### Cell classes on the final placement, run 1

Bar = 20 µm.
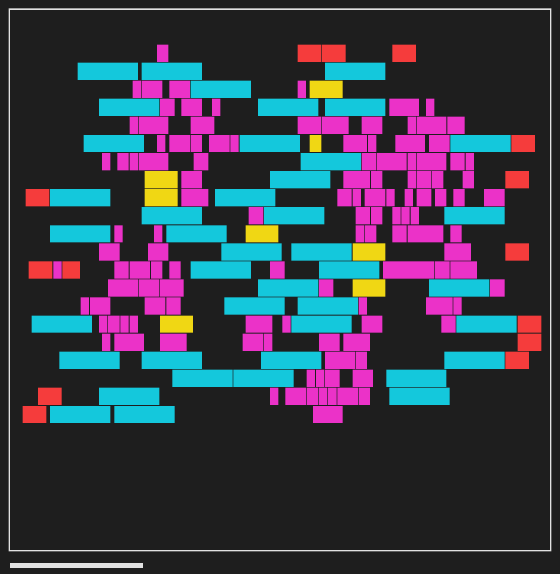
### Logic cells by family, run 1

Bar = 20 µm.
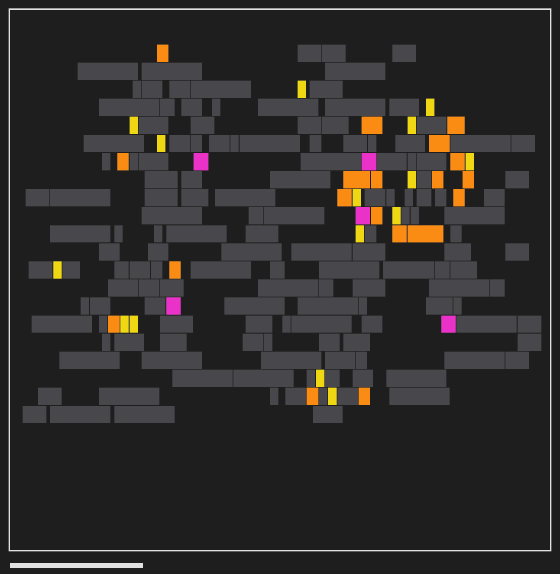
### Clock distribution, run 1

Bar = 20 µm.
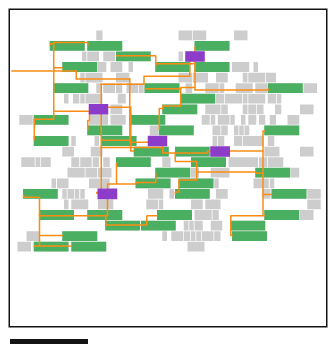
<file path="src/rtl/stopwatch_ctrl.sv">
// Stopwatch front-panel sequencer.
// Synchronizes and debounces three raw push-buttons, turns debounced presses
// into one-cycle events, and runs the stopwatch state machine that drives the
// counter datapath (Start_S/Stop_S/Reset_S) plus the display mode and lap hold.
//
//   state | meaning
//   IDLE  | counter cleared and stopped, waiting for start
//   RUN   | counter running, lap/reset button toggles display freeze
//   PAUSE | counter stopped, start resumes, lap/reset clears
//   CLEAR | Reset_S/Stop_S held high for CLEAR_CYCLES, then back to IDLE
module stopwatch_ctrl #(
    parameter int DEBOUNCE_MS  = 20,
    parameter int NUM_MODES    = 3,
    parameter int CLEAR_CYCLES = 2
) (
    input  logic       Clock_1MSec,
    input  logic       Reset,
    input  logic       Btn_Mode,
    input  logic       Btn_StartStop,
    input  logic       Btn_LapReset,
    output logic       Control,
    output logic [1:0] Mode,
    output logic       Start_S,
    output logic       Stop_S,
    output logic       Reset_S,
    output logic       Lap_Hold,
    output logic [1:0] SW_State
);

    localparam int DW = $clog2(DEBOUNCE_MS + 1);
    localparam int CW = $clog2(CLEAR_CYCLES + 1);

    localparam logic [1:0] S_IDLE  = 2'd0;
    localparam logic [1:0] S_RUN   = 2'd1;
    localparam logic [1:0] S_PAUSE = 2'd2;
    localparam logic [1:0] S_CLEAR = 2'd3;

    // Button index: 0 = mode, 1 = start/stop, 2 = lap/reset
    logic [2:0] btn_raw;
    logic [2:0] sync1;
    logic [2:0] sync2;
    logic [2:0] db_level;
    logic [2:0] db_level_d;
    logic [2:0] press;

    assign btn_raw = {Btn_LapReset, Btn_StartStop, Btn_Mode};

    // Two-flop synchronizer, previous debounced level and press pulse
    always_ff @(posedge Clock_1MSec or posedge Reset) begin
        if (Reset) begin
            sync1      <= '0;
            sync2      <= '0;
            db_level_d <= '0;
            press      <= '0;
        end else begin
            sync1      <= btn_raw;
            sync2      <= sync1;
            db_level_d <= db_level;
            press      <= db_level & ~db_level_d;
        end
    end

    genvar gi;
    generate
        for (gi = 0; gi < 3; gi++) begin : g_debounce
            logic [DW-1:0] db_cnt;

            // Accept a new level only after DEBOUNCE_MS consecutive differing samples
            always_ff @(posedge Clock_1MSec or posedge Reset) begin
                if (Reset) begin
                    db_cnt       <= '0;
                    db_level[gi] <= 1'b0;
                end else if (sync2[gi] != db_level[gi]) begin
                    if (db_cnt == DW'(DEBOUNCE_MS - 1)) begin
                        db_level[gi] <= sync2[gi];
                        db_cnt       <= '0;
                    end else if (db_cnt != DW'(DEBOUNCE_MS)) begin
                        db_cnt <= db_cnt + 1'b1;
                    end
                end else begin
                    db_cnt <= '0;
                end
            end
        end
    endgenerate

    logic [1:0]    state;
    logic [CW-1:0] clr_cnt;
    logic          ev_mode;
    logic          ev_ss;
    logic          ev_lr;

    // CLEAR swallows every button; start/stop and lap/reset only act in mode 0.
    // Within a cycle mode wins over start/stop, which wins over lap/reset.
    assign ev_mode = press[0] & (state != S_CLEAR);
    assign ev_ss   = press[1] & ~press[0] & (Mode == 2'd0) & (state != S_CLEAR);
    assign ev_lr   = press[2] & ~press[0] & ~press[1] & (Mode == 2'd0) & (state != S_CLEAR);

    logic [1:0]    nxt_mode;
    logic [1:0]    nxt_state;
    logic [CW-1:0] nxt_clr;
    logic          nxt_start;
    logic          nxt_stop;
    logic          nxt_rst;
    logic          nxt_lap;

    // Display mode rotation
    always_comb begin
        nxt_mode = Mode;
        if (ev_mode) begin
            nxt_mode = (Mode == 2'(NUM_MODES - 1)) ? 2'd0 : Mode + 2'd1;
        end
    end

    // Next state and next registered outputs of the stopwatch FSM
    always_comb begin
        nxt_state = state;
        nxt_clr   = clr_cnt;
        nxt_start = Start_S;
        nxt_stop  = Stop_S;
        nxt_rst   = Reset_S;
        nxt_lap   = Lap_Hold;
        case (state)
            S_IDLE: begin
                if (ev_ss) begin
                    nxt_state = S_RUN;
                    nxt_start = 1'b1;
                    nxt_stop  = 1'b0;
                    nxt_rst   = 1'b0;
                end
            end
            S_RUN: begin
                if (ev_ss) begin
                    nxt_state = S_PAUSE;
                    nxt_start = 1'b0;
                    nxt_stop  = 1'b1;
                end else if (ev_lr) begin
                    nxt_lap = ~Lap_Hold;
                end
            end
            S_PAUSE: begin
                if (ev_ss) begin
                    nxt_state = S_RUN;
                    nxt_start = 1'b1;
                    nxt_stop  = 1'b0;
                    nxt_lap   = 1'b0;
                end else if (ev_lr) begin
                    nxt_state = S_CLEAR;
                    nxt_start = 1'b0;
                    nxt_stop  = 1'b1;
                    nxt_rst   = 1'b1;
                    nxt_lap   = 1'b0;
                    nxt_clr   = '0;
                end
            end
            S_CLEAR: begin
                if (clr_cnt == CW'(CLEAR_CYCLES - 1)) begin
                    nxt_state = S_IDLE;
                    nxt_start = 1'b0;
                    nxt_stop  = 1'b0;
                    nxt_rst   = 1'b0;
                    nxt_lap   = 1'b0;
                    nxt_clr   = '0;
                end else begin
                    nxt_clr = clr_cnt + 1'b1;
                end
            end
            default: begin
                nxt_state = S_IDLE;
                nxt_start = 1'b0;
                nxt_stop  = 1'b0;
                nxt_rst   = 1'b0;
                nxt_lap   = 1'b0;
                nxt_clr   = '0;
            end
        endcase
    end

    // State, mode and all outputs registered together
    always_ff @(posedge Clock_1MSec or posedge Reset) begin
        if (Reset) begin
            state    <= S_IDLE;
            clr_cnt  <= '0;
            Mode     <= 2'd0;
            Control  <= 1'b0;
            Start_S  <= 1'b0;
            Stop_S   <= 1'b0;
            Reset_S  <= 1'b0;
            Lap_Hold <= 1'b0;
        end else begin
            state    <= nxt_state;
            clr_cnt  <= nxt_clr;
            Mode     <= nxt_mode;
            Control  <= (nxt_mode != 2'd0);
            Start_S  <= nxt_start;
            Stop_S   <= nxt_stop;
            Reset_S  <= nxt_rst;
            Lap_Hold <= nxt_lap;
        end
    end

    assign SW_State = state;

endmodule

</file>
<file path="config.mk">
export PLATFORM = sky130hd
export DESIGN_NAME = stopwatch_ctrl
export DESIGN_NICKNAME = d
export VERILOG_FILES = /design/src/rtl/stopwatch_ctrl.sv
export SDC_FILE = /design/constraint.sdc
export NUM_CORES = 1
export LEC_CHECK = 0
export CORE_MARGIN = 1
export CORE_UTILIZATION = 30
export CTS_BUF_LIST = sky130_fd_sc_hd__clkbuf_8 sky130_fd_sc_hd__clkbuf_16
export DETAILED_ROUTE_END_ITERATION = 10
export SYNTH_ARGS = -nofsm -noshare
export SYNTH_HDL_FRONTEND = slang
export SYNTH_SLANG_ARGS = --single-unit
</file>
<file path="constraint.sdc">
create_clock -name Clock_1MSec -period 4.2 [get_ports Clock_1MSec]
set_clock_uncertainty 0.15 [all_clocks]
set_input_delay 0.84 -clock Clock_1MSec [delete_from_list [all_inputs] [get_ports Clock_1MSec]]
set_output_delay 0.84 -clock Clock_1MSec [all_outputs]
set_load 0.01 [all_outputs]
</file>
==> run_results.csv, run 1 <==
group,metric,value,unit
run_status,result_of_the_run,"finished, final reports clean",
route,final_antenna_net_count,0,
synth,adder_share,7.29,%
global_route,grt_first_pass_wirelength,5240,µm
final_layout,fin_nets,200,
synth,synth_top_cell_by_count,"sky130_fd_sc_hd__dfrtp_1",
pwr,internal-power,0.735,mW
placed_design,dp_cells,252,
final_timing,worst_pin_slew,502,ps
critical_path,cp.buffers_inverters,1,
final_timing,max_clock_freq,0.433,GHz
pwr,pwr-share-comb,29.8,%
pwr,power_switching_share,30.8,%
final_layout,ff_count,41,
critical_path,cp-end-kind,"primary output",
die,die_w,81.3,µm
final_timing,final.min_clock_period,2310,ps
placed_design,dpl_worst_slack,2060,ps
critical_path,crit_path_start,"Mode[0]",
min_path,hp-start,"sync1[1]",
critical_path,critPathArrivalTime,1320,ps
final_layout,combGateArea,800,µm²
final_timing,unrepaired_setup_endpoints_after_global_routing,"no",
final_timing,setup_slack,1890,ps
die,floorplan.tapcells,75,
final_layout,layout-area-overhead-vs-synth,17.4,%
clocking,cts_setup_buffers,0,
clocking,root_buffer,"sky130_fd_sc_hd__clkbuf_8",
die,chipHeight,81.3,µm
synth,xor_share,7.43,%
synth,synth.cellmix.compoundShare,7.10,%
critical_path,worstSetupPathDepth,1,
pwr,vdd_ir_drop_max,0.187,mV
synth,synth.distinct_cells,33,
min_path,path_category_of_the_worst_min_delay_check,"flop to flop",
global_route,globalRouteMet3Util,4.38,%
## Picture notes: 'Cell classes on the final placement'
sequential cells: marked cyan, cells 41, share of their area 48%. remaining logic cells: marked magenta, cells 122, share of their area 40%. clock drivers and dummy loads: marked yellow, cells 8, share of their area 4.8%. remaining buffers and delay cells: marked red, cells 14, share of their area 6.5%.
fraction of area in registers: 46.3%
fraction of the core area covered by cells at the end of the flow: 37.0%
Core ar.: 5990 µm²
final cell area excluding filler cells: 2210 µm²
FP Rows: 28

## Picture notes: 'Logic cells by family'
and/or cells: marked magenta, cells 5. inv cells: marked yellow, cells 15. aoi and oai cells: marked orange, cells 19.

## Picture notes: 'Clock distribution'
flip-flops: marked green, count 41. clock wires: marked orange, length 507 µm. clock-net drivers: marked purple, count 5.
There are 6 routed clock nets.

### Clock routing, run 1

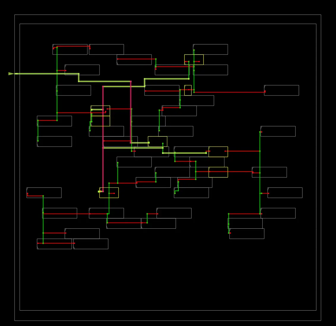

==> run 2: changes to the inputs <==
==> constraint.sdc (replaced) <==
create_clock -name Clock_1MSec -period 2.3 [get_ports Clock_1MSec]
set_clock_uncertainty 0.15 [all_clocks]
set_input_delay 0.46 -clock Clock_1MSec [delete_from_list [all_inputs] [get_ports Clock_1MSec]]
set_output_delay 0.46 -clock Clock_1MSec [all_outputs]
set_load 0.01 [all_outputs]
### Clock routing, run 2

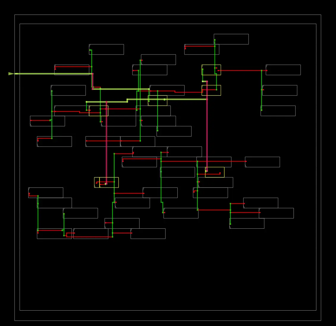
clock tree sinks: 41
number of clock buffer instances in the layout: 6
total clock buffers created by CTS: 5
Skew-Pair Late Insertion Delay: 290 ps

==> run 2 against run 1 <==
Via count grew 1.7%. Critical path depth grew 5. Non-clock buffer count grew 1. Routed wire length grew 8.1%. Critical endpoint is now Start_S. Clock power grew about 70%. Flip-flop count is the same. Largest cell class unchanged. Core utilization shrank 0.13 points. Combinational power grew 88%.
==> run_results.csv, run 2 <==
group,metric,value,unit
run_status,result_of_the_run,"finished, final reports clean",
global_route,grt_first_pass_wirelength,5570,µm
critical_path,crit_path_start,"SW_State[0]",
global_route,globalRouteMet3Util,3.37,%
critical_path,worstSetupPathDepth,6,
critical_path,critical_path_peak_fanout,6,
route,dr_total_vias,1193,
critical_path,cp-end-kind,"flop",
synth,xor_share,7.43,%
pwr,vdd_ir_drop_max,0.372,mV
min_path,hp-start,"sync1[1]",
final_timing,slew_headroom,66.4,%
die,chipHeight,81.3,µm
final_layout,layout-area-overhead-vs-synth,17.0,%
synth,synth_top_cell_by_count,"sky130_fd_sc_hd__dfrtp_1",
pwr,internal-power,1.31,mW
final_timing,worst_pin_slew,504,ps
final_layout,top_area_cell_class,"flip-flops and latches",
clocking,cts_repair_resize_count,0,
clocking,cts_setup_buffers,0,
die,floorplan.tapcells,75,
synth,synth.distinct_cells,33,
route,final_antenna_net_count,0,
final_timing,final.min_clock_period,2130,ps
critical_path,critical-path-max-stage-delay,420,ps
final_timing,max_clock_freq,0.470,GHz
placed_design,dpl_worst_slack,212,ps
placed_design,dp_cells,253,
die,rows,28,
pwr,power_switching_share,31.7,%
synth,synthMuxAreaShare,5.24,%
critical_path,worst-r2r-cell-count,6,
die,fp.coreArea,5990,µm²
synth,enable_flop_cells,0,
min_path,path_category_of_the_worst_min_delay_check,"flop to flop",
final_layout,buf_share,6.58,%
synth,synth.cellmix.compoundShare,7.10,%
critical_path,cp.buffers_inverters,2,
route,wl_met1,1470,µm
final_layout,fin_cells,260,
final_layout,sh_comb_area,36.2,%
global_route,gr-usage-met1,14.3,%
final_timing,setup_slack,173,ps
clocking,root_buffer,"sky130_fd_sc_hd__clkbuf_8",
final_layout,layout.cell_area.non_filler,2210,µm²
final_timing,setup_tns,0,ps
pwr,part_of_the_power_in_registers,44.5,%
final_layout,fin_nets,201,
synth,synth.largest_area_cell,"sky130_fd_sc_hd__dfrtp_1",
final_layout,combGateArea,800,µm²
synth,top_logic_kind,"simple AND/OR/NAND/NOR gates",
pwr,top_power_group,"sequential cells",
final_layout,fin_util,36.8,%
pwr,pwr-share-comb,31.0,%
final_layout,ff_count,41,
final_timing,unrepaired_setup_endpoints_after_global_routing,"no",
critical_path,critPathArrivalTime,2160,ps
die,die_w,81.3,µm
Power is estimated from default activity; no workload was simulated.
